`config.mk`:
```
export PLATFORM = sky130hd
export DESIGN_NAME = turn_sequencer
export DESIGN_NICKNAME = d
export VERILOG_FILES = /design/src/rtl/game_pkg.sv /design/src/rtl/move_decode.sv /design/src/rtl/turn_sequencer.sv
export SDC_FILE = /design/constraint.sdc
export NUM_CORES = 1
export LEC_CHECK = 0
export CORE_MARGIN = 2
export CORE_UTILIZATION = 31
export CTS_CLUSTER_DIAMETER = 100
export DETAILED_ROUTE_END_ITERATION = 6
export PLACE_DENSITY = 0.58
export SLEW_MARGIN = 20
export SYNTH_ARGS = -nofsm -noshare
export SYNTH_HDL_FRONTEND = slang
export SYNTH_HIERARCHICAL = 1
export SYNTH_SLANG_ARGS = --single-unit
```
`constraint.sdc`:
```
create_clock -name clk -period 3.11 [get_ports clk]
set_input_delay 0.311 -clock clk [delete_from_list [all_inputs] [get_ports clk]]
set_output_delay 0.311 -clock clk [all_outputs]
set_load 0.02 [all_outputs]
```
`src/rtl/game_pkg.sv`:
```
// Shared types and constants for the tic-tac-toe turn controller and board logic.
package game_pkg;

   typedef enum logic [2:0] {
      PLAY_X,
      PLAY_O,
      CHECK,
      WIN_X,
      WIN_O,
      CATS,
      ERR
   } state_t;

   localparam logic [7:0] ST_PLAY = 8'h20;
   localparam logic [7:0] ST_X    = 8'h58;
   localparam logic [7:0] ST_O    = 8'h4F;
   localparam logic [7:0] ST_CATS = 8'h43;
   localparam logic [7:0] ST_ERR  = 8'h45;

   localparam logic PLAYER_X = 1'b0;
   localparam logic PLAYER_O = 1'b1;

   localparam logic [3:0] MAX_MOVES = 4'd9;

   function automatic logic is_onehot9(input logic [8:0] v);
      return (v != 9'd0) && ((v & (v - 9'd1)) == 9'd0);
   endfunction

endpackage

```
`src/rtl/move_decode.sv`:
```
// Combinational move check: classifies a press as a valid move or an error.
module move_decode
   import game_pkg::*;
(
   input  logic       press_x,
   input  logic       press_o,
   input  logic       player,
   input  logic [8:0] sel_pos,
   input  logic [8:0] occ_pos,
   output logic       valid,
   output logic       err
);

   logic any_press;
   logic wrong_player;
   logic bad_square;

   assign any_press    = press_x | press_o;
   assign wrong_player = (player == PLAYER_X) ? press_o : press_x;
   assign bad_square   = !is_onehot9(sel_pos) || ((sel_pos & occ_pos) != 9'd0);

   // Error dominates: a press that is simultaneously valid and invalid is an error.
   assign err   = any_press & ((press_x & press_o) | wrong_player | bad_square);
   assign valid = any_press & ~err;

endmodule

```
`src/rtl/turn_sequencer.sv`:
```
// Game controller: press detection, turn FSM, board write strobe and status outputs.
module turn_sequencer
   import game_pkg::*;
#(
   parameter int CHECK_LAT = 1
) (
   input  logic       clk,
   input  logic       reset,
   input  logic       buttonX,
   input  logic       buttonO,
   input  logic [8:0] sel_pos,
   input  logic [8:0] occ_pos,
   input  logic       win_x,
   input  logic       win_o,
   output logic       wr_en,
   output logic [8:0] wr_pos,
   output logic       wr_player,
   output logic       turnX,
   output logic       turnO,
   output logic [7:0] game_st,
   output logic [3:0] move_cnt
);

   state_t     state;
   state_t     state_next;
   logic       bx_q;
   logic       bo_q;
   logic       press_x;
   logic       press_o;
   logic       in_play;
   logic       cur_player;
   logic       dec_valid;
   logic       dec_err;
   logic       move_ok;
   logic       move_err;
   logic [2:0] chk_cnt;
   logic       turn_x_d;
   logic       turn_o_d;
   logic [7:0] game_st_d;

   assign press_x    = buttonX & ~bx_q;
   assign press_o    = buttonO & ~bo_q;
   assign in_play    = (state == PLAY_X) || (state == PLAY_O);
   assign cur_player = (state == PLAY_O) ? PLAYER_O : PLAYER_X;

   move_decode u_move_decode (
      .press_x (press_x),
      .press_o (press_o),
      .player  (cur_player),
      .sel_pos (sel_pos),
      .occ_pos (occ_pos),
      .valid   (dec_valid),
      .err     (dec_err)
   );

   assign move_ok  = in_play & dec_valid;
   assign move_err = in_play & dec_err;

   // NOTE: sequential state is always updated with non-blocking assignments.
   always_ff @(posedge clk or posedge reset) begin
      if (reset) begin
         state <= PLAY_X;
      end else begin
         state <= state_next;
      end
   end

   // NOTE: every combinational output gets a default first so no latch is inferred.
   always_comb begin
      state_next = state;
      unique case (state)
         PLAY_X, PLAY_O: begin
            if (move_err)     state_next = ERR;
            else if (move_ok) state_next = CHECK;
         end
         CHECK: begin
            if (press_x | press_o)      state_next = ERR;
            else if (chk_cnt == 3'd0) begin
               if (win_x)                      state_next = WIN_X;
               else if (win_o)                 state_next = WIN_O;
               else if (move_cnt == MAX_MOVES) state_next = CATS;
               else if (wr_player == PLAYER_X) state_next = PLAY_O;
               else                            state_next = PLAY_X;
            end
         end
         default: state_next = state;
      endcase
   end

   always_comb begin
      turn_x_d  = 1'b0;
      turn_o_d  = 1'b0;
      game_st_d = ST_PLAY;
      unique case (state_next)
         PLAY_X:  turn_x_d  = 1'b1;
         PLAY_O:  turn_o_d  = 1'b1;
         WIN_X:   game_st_d = ST_X;
         WIN_O:   game_st_d = ST_O;
         CATS:    game_st_d = ST_CATS;
         ERR:     game_st_d = ST_ERR;
         default: game_st_d = ST_PLAY;
      endcase
   end

   // NOTE: status outputs are registered from the next state so they read idle while reset is held.
   always_ff @(posedge clk or posedge reset) begin
      if (reset) begin
         turnX   <= 1'b0;
         turnO   <= 1'b0;
         game_st <= ST_PLAY;
      end else begin
         turnX   <= turn_x_d;
         turnO   <= turn_o_d;
         game_st <= game_st_d;
      end
   end

   always_ff @(posedge clk or posedge reset) begin
      if (reset) begin
         bx_q      <= 1'b0;
         bo_q      <= 1'b0;
         wr_en     <= 1'b0;
         wr_pos    <= 9'd0;
         wr_player <= PLAYER_X;
         move_cnt  <= 4'd0;
         chk_cnt   <= 3'd0;
      end else begin
         bx_q  <= buttonX;
         bo_q  <= buttonO;
         wr_en <= move_ok;
         if (move_ok) begin
            wr_pos    <= sel_pos;
            wr_player <= cur_player;
            chk_cnt   <= 3'(CHECK_LAT);
            if (move_cnt != MAX_MOVES) move_cnt <= move_cnt + 4'd1;
         end else if ((state == CHECK) && (chk_cnt != 3'd0)) begin
            chk_cnt <= chk_cnt - 3'd1;
         end
      end
   end

endmodule

```
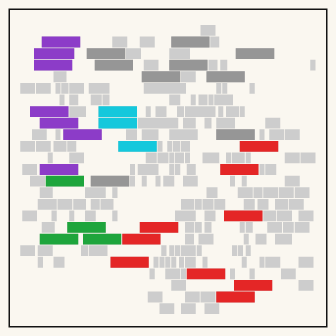
run_1/flops_by_reg.png
cyan -> state  # flops 3
red -> wr_pos  # flops 9
green -> move_cnt  # flops 4
purple -> game_st  # flops 7
not colored = 9

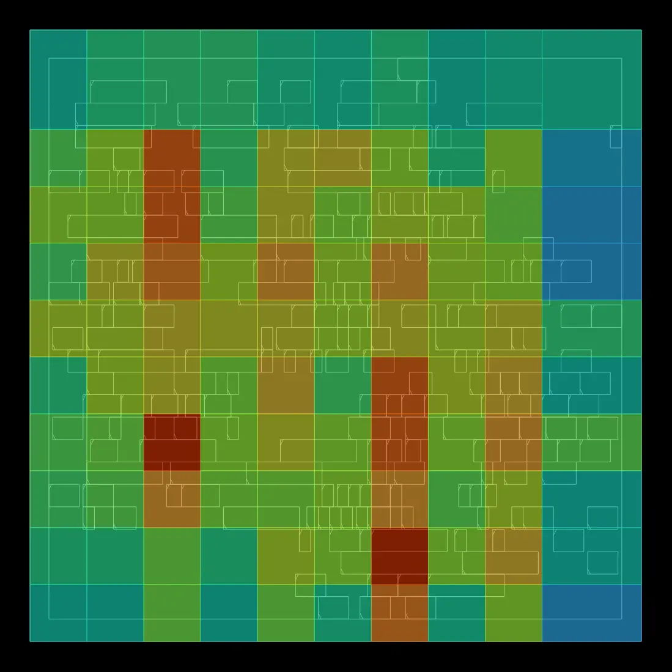
run_1/congestion.png
grt met1 use: 18.0%
Total Routing Usage GR: 14.7%

==> impl_metrics.tcl, run 1 <==
# implementation run metrics
set metrics [dict create \
    r2r_cells 12 \
    pin_count 49 \
    place_congestion 0.804 \
    power_combinational_uw 414 \
    p_int_uw 852 \
    async_reset_ff_share_pct 100 \
    grt_pass1_wl_um 6030 \
    grt-ovfl-total 0 \
    fa_ha_area_share_pct 3.28 \
    die_area_mm2 0.00550 \
    power_uw 1280 \
    dieWidth_um 74.1 \
    num_rows 25 \
    status "finished clean" \
    min_path_type "in -> async" \
    worstPathArrival_ns 3.00 \
    cts_num_sinks 32 \
    aoi_share_pct 12.6 \
    irDropWorstVdd_mv 0.392 \
    ys_area_mm2 0.00153 \
    dpl_cell_area_mm2 0.00212 \
    numCtsBuffers 5 \
    period_needed_ns 2.79 \
    slowest_delay_ns 0.57 \
    simple_gate_share_pct 23.5 \
    fin_util_pct 46.9 \
    syn_nets 175 \
    lay_top_count "clkdlybuf4s50_1" \
    core-area_mm2 0.00472 \
    crit_fanout 6 \
]
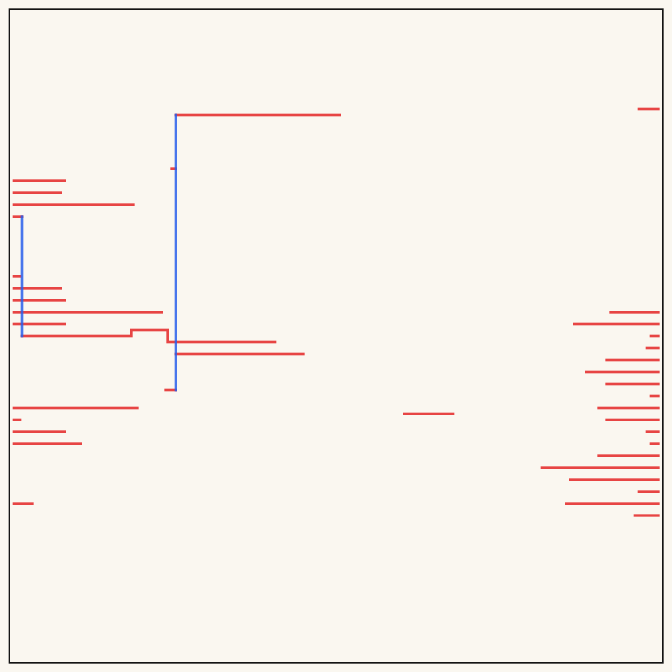
run_1/wires.png
Two of the layers only.
blue -> metal 4  # wire length 44.9 um
red -> metal 3  # wire length 261 um

## run 1: worst max-delay path by stage
stage                    start          to  slack (ns)  cells past startpoint
floorplan           sel_pos[0]  game_st[3]        0.55                      9
global placement    sel_pos[0]  game_st[3]        0.07                     11
detailed placement  sel_pos[0]  game_st[3]        0.03                     11
CTS                 sel_pos[0]  game_st[3]        0.32                     11
global route        sel_pos[0]  game_st[3]        0.16                     11
finish              sel_pos[0]  game_st[3]        0.32                     11
## run 1: synth_stat cells (all sizes together) (2+ instances only)
master | count | share of area (%)
inv | 8 | 2.0
nand2 | 35 | 9.1
o31ai | 2 | 0.98
nand2b | 2 | 0.82
nor3 | 3 | 0.98
xnor2 | 5 | 2.9
dfrtp | 31 | 51
nor2b | 2 | 0.82
xor2 | 2 | 1.1
nor2 | 12 | 3.0
ha | 4 | 3.3
or4 | 2 | 1.2
and2 | 2 | 0.82
a21oi | 4 | 1.3
o21a | 2 | 0.98
o22ai | 2 | 0.82
nor3b | 3 | 2.2
a221oi | 2 | 1.1
o21ai | 3 | 0.98
buf | 2 | 0.74
## run 1: layout make-up
| type | instances | area, um^2 |
|---|---|---|
| Clock buffer | 5 | 68.8 |
| Tap cell | 67 | 83.8 |
| Clock inverter | 3 | 23.8 |
| Multi-Input combinational cell | 104 | 678 |
| Fill cell | 460 | 2510 |
| Inverter | 8 | 30.0 |
| Sequential cell | 32 | 802 |
| Timing Repair Buffer | 55 | 531 |
## run 1: metal layers
metal  vias up  part of all wire (%)  GRT usage [%]
met2        39                    46           23.5
met3         6                   7.2           6.10
met4         0                   1.2           5.25
met1       576                    45           18.0
li1        615                     -              -
met5         -                     0              0
## run 1: flip-flops by register name, indices dropped and copies added (netlist names), 3 cells and up
register and count:
move_cnt 4, game_st 7, chk_cnt 3, state 3, wr_pos 9
## Run 2: what changed since run 1
--- a/config.mk
+++ b/config.mk
@@ -7,8 +7,8 @@
 export LEC_CHECK = 0
 export CORE_MARGIN = 2
 export CORE_UTILIZATION = 31
-export CTS_CLUSTER_DIAMETER = 100
 export DETAILED_ROUTE_END_ITERATION = 6
+export GPL_ROUTABILITY_DRIVEN = 0
 export PLACE_DENSITY = 0.58
 export SLEW_MARGIN = 20
 export SYNTH_ARGS = -nofsm -noshare
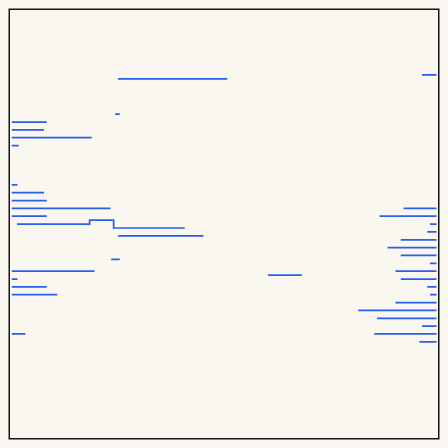
run_2/layer_met3.png
main direction = horizontal
nets with wire on the layer = 35
longest straight run = 18.6 um

==> run 2 against run 1 <==
Sequential power about the same. Sequential share of layout area unchanged. Worst setup slack did not move. Area after synthesis unchanged. Utilization did not move. Worst hold slack did not move. Via count is the same. Maximum frequency did not move. Final area unchanged. Power did not move. Count of clock-buffer cells in the layout unchanged. Largest cell class unchanged.
==> impl_metrics.tcl, run 2 <==
# implementation run metrics
set metrics [dict create \
    cts_num_sinks 32 \
    numCtsBuffers 5 \
    largest_register "wr_pos" \
    syn_nets 175 \
    top_area_share_pct 50.9 \
    dieWidth_um 74.1 \
    warnings 28 \
    die_area_mm2 0.00550 \
    common_cells "nand2_1, dfrtp_1, nor2_1" \
    async_reset_ff_share_pct 100 \
    combPwrFrac_pct 32.5 \
    min_path_type "in -> async" \
    power.switching_uw 424 \
    dr_wl_met2_um 1680 \
    top_regs "wr_pos: 9 flops, game_st: 7 flops, move_cnt: 4 flops" \
    slowest_delay_ns 0.57 \
    ys_area_mm2 0.00153 \
    grt.total_usage_pct 14.7 \
    irDropWorstVdd_mv 0.392 \
    dpl_cell_area_mm2 0.00212 \
    dp_cells 266 \
    r2r_cells 12 \
    crit_fanout 6 \
    yosysMostFrequentCell "nand2_1" \
    status "finished clean" \
    pin_count 49 \
    power_uw 1280 \
    core-area_mm2 0.00472 \
    met1_length_um 1630 \
    num_rows 25 \
    synth.largest_area_cell "dfrtp_1" \
    grt_pass1_wl_um 6030 \
    lay_top_count "clkdlybuf4s50_1" \
    period_needed_ns 2.79 \
    dr_wl_met3_um 261 \
    fin_util_pct 46.9 \
    fillers 460 \
    grt-ovfl-total 0 \
    top_cells_by_area "dfrtp_1, nand2_1, ha_1" \
    largest_reg_flops 9 \
    min_period_over_period_pct 89.7 \
    sw_frac_of_total_pct 33.2 \
]
==> run 2: cell families after synthesis <==
family,Yosys count,share of synthesized area [%]
AOI/OAI and AO/OA,22,12.6
xor gates and xnor gates,7,4.02
adders and majority gates,4,3.28
buffers and inverters,11,2.95
DFF,32,52.6
muxes,1,0.738
other,1,0.246
and+or+nand+nor,69,23.5
==> run 2: routing by layer <==
metal  vias up  GRT usage [%]
li1        615              -
met1       576           18.0
met2        39           23.5
met3         6           6.10
met4         0           5.25
met5         -              0
==> run 2: final cells by class <==
type | count | area (um^2) | area share, %
Sequential cell | 32 | 802 | 36.2
Multi-Input combinational cell | 104 | 678 | 30.6
Timing Repair Buffer | 55 | 531 | 23.9
Tap cell | 67 | 83.8 | 3.78
Clock buffer | 5 | 68.8 | 3.10
Inverter | 8 | 30.0 | 1.35
Clock inverter | 3 | 23.8 | 1.07
==> run 2: worst max-delay path, delay by kind of cell <==
| family | cells | cell delay (ns) |
|---|---|---|
| buf+inv | 2 | 0.59 |
| simple gates | 5 | 1.54 |
| compound gates | 4 | 0.56 |
==> run 2: worst max-delay path by stage <==
stage | from | to | slack, ns
2_1_floorplan | sel_pos[0] | game_st[3] | 0.55
3_3_place_gp | sel_pos[0] | game_st[3] | 0.07
3_5_place_dp | sel_pos[0] | game_st[3] | 0.03
4_1_cts | sel_pos[0] | game_st[3] | 0.32
5_1_grt | sel_pos[0] | game_st[3] | 0.16
6_report | sel_pos[0] | game_st[3] | 0.32
==> run 2: power by group through the flow <==
stage               Sequential, uW  Clock, uW  Combinational (uW)
floorplan                      580          0                 220
global placement               544          0                 404
detailed placement             542          0                 416
CTS                            539        335                 420
global route                   545        360                 458
finish                         538        324                 414
run_2/flops_by_reg.png
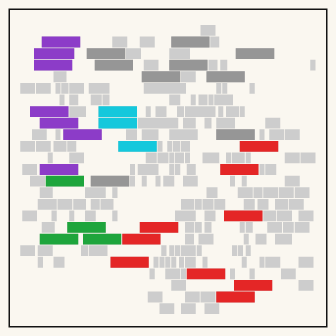

## Run 3: what changed since run 2
--- a/config.mk
+++ b/config.mk
@@ -9,7 +9,7 @@
 export CORE_UTILIZATION = 31
 export DETAILED_ROUTE_END_ITERATION = 6
 export GPL_ROUTABILITY_DRIVEN = 0
-export PLACE_DENSITY = 0.58
+export PLACE_DENSITY_LB_ADDON = 0.08
 export SLEW_MARGIN = 20
 export SYNTH_ARGS = -nofsm -noshare
 export SYNTH_HDL_FRONTEND = slang
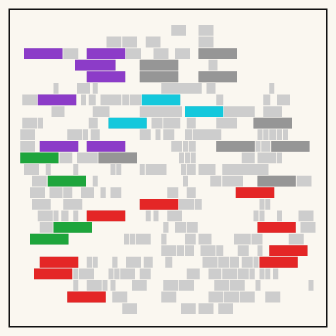
run_3/flops_by_reg.png
red -> wr_pos  # flops 9
purple -> game_st  # flops 7, where top left
green -> move_cnt  # flops 4, where left middle
cyan -> state  # flops 3

==> run 3 against run 2 <==
Final area increased by 0.68%. Power up 5.0%. Flip-flop count unchanged. Critical path type unchanged. Critical endpoint unchanged.
==> impl_metrics.tcl, run 3 <==
# implementation run metrics
set metrics [dict create \
    top_regs "wr_pos: 9 flops, game_st: 7 flops, move_cnt: 4 flops" \
    aoi_share_pct 12.6 \
    use_met1_pct 17.6 \
    largest_register "wr_pos" \
    fa_ha_area_share_pct 3.28 \
    ys_warn_count 6 \
    comb_area_um2 678 \
    warnings 28 \
    fillers 450 \
    ys_sh_mux_pct 0.738 \
    die_area_mm2 0.00550 \
    ys_area_mm2 0.00153 \
    async_reset_ff_share_pct 100 \
    period_needed_ns 2.81 \
    r2r_cells 12 \
    grt.total_usage_pct 14.3 \
    worstPathArrival_ns 3.01 \
    largest_reg_flops 9 \
    min_path_type "reg -> reg" \
    pin_count 49 \
    cts_num_sinks 32 \
    critPathLaunch "sel_pos[0]" \
    dieWidth_um 74.1 \
    numCtsBuffers 5 \
    irDropWorstVdd_mv 0.332 \
    num_rows 25 \
    min_period_over_period_pct 90.2 \
    synth_cells 147 \
    grt_use_met3_pct 3.93 \
    grt_pass1_wl_um 5920 \
    lay_top_count "clkdlybuf4s50_1" \
    dpl_cell_area_mm2 0.00212 \
    ys_top_logic_family "simple AND/OR/NAND/NOR gates" \
    dp_cells 266 \
    simple_gate_share_pct 23.5 \
    top_cells_by_area "dfrtp_1, nand2_1, ha_1" \
    common_cells "nand2_1, dfrtp_1, nor2_1" \
    core-area_mm2 0.00472 \
    grt_util_met2_pct 23.8 \
    status "finished clean" \
    grt_busiest_layer "met2" \
    xor_share_pct 4.02 \
    syn_nets 175 \
    r2r_slack_ns 0.44 \
]
-- run 3: per-layer routing --
metal | vias to the layer above | routed length [um]
met2 | 24 | 1720
met4 | 0 | 37
met3 | 4 | 128
li1 | 612 | -
met1 | 596 | 1590
met5 | - | 0
-- run 3: kinds of logic after synthesis --
family	Yosys count
compound gates	22
xor+xnor	7
fa+ha+maj	4
buf+inv	11
flops	32
mux	1
other cells	1
simple gates	69
-- run 3: layout make-up --
type | count | share of cell area (%)
Tap cell | 67 | 3.76
Clock buffer | 6 | 3.25
Clock inverter | 2 | 1.57
Sequential cell | 32 | 35.9
Multi-Input combinational cell | 104 | 30.4
Timing Repair Buffer | 55 | 23.8
Inverter | 8 | 1.35
-- run 3: stage by stage --
| stage | power, uW | setup WS (ns) | util [%] |
|---|---|---|---|
| detailed placement | 957 | 0.0488 | 45.0 |
| global placement | 945 | 0.0793 | 45.0 |
| floorplan | 800 | 0.547 | - |
| finish | 1340 | 0.303 | 47.3 |
| CTS | 1360 | 0.334 | 47.3 |
| global route | 1420 | 0.162 | 47.3 |
-- run 3: worst max path at each step --
stage	end	slack, ns	cells after the start
2_1_floorplan	game_st[3]	0.55	9
3_3_place_gp	game_st[3]	0.08	11
3_5_place_dp	game_st[3]	0.05	11
4_1_cts	game_st[3]	0.33	11
5_1_grt	game_st[3]	0.16	11
6_report	game_st[3]	0.30	11
-- run 3: where the power goes --
part	total, uW	switching [uW]	internal, uW
logic	414	211	203
clock network	391	153	238
registers	535	43.0	492
-- run 3: critical path, cell delays in order --
cell,delay [ns]
clkdlybuf4s50_1,0.43
or4_4,0.57
or4_1,0.49
o21ai_1,0.11
and4b_1,0.26
nor2_1,0.06
o31ai_1,0.21
buf_4,0.16
o41ai_4,0.10
nand2b_1,0.18
o22ai_1,0.13
Power figures rest on the tool's default switching activity, not on a simulated workload.
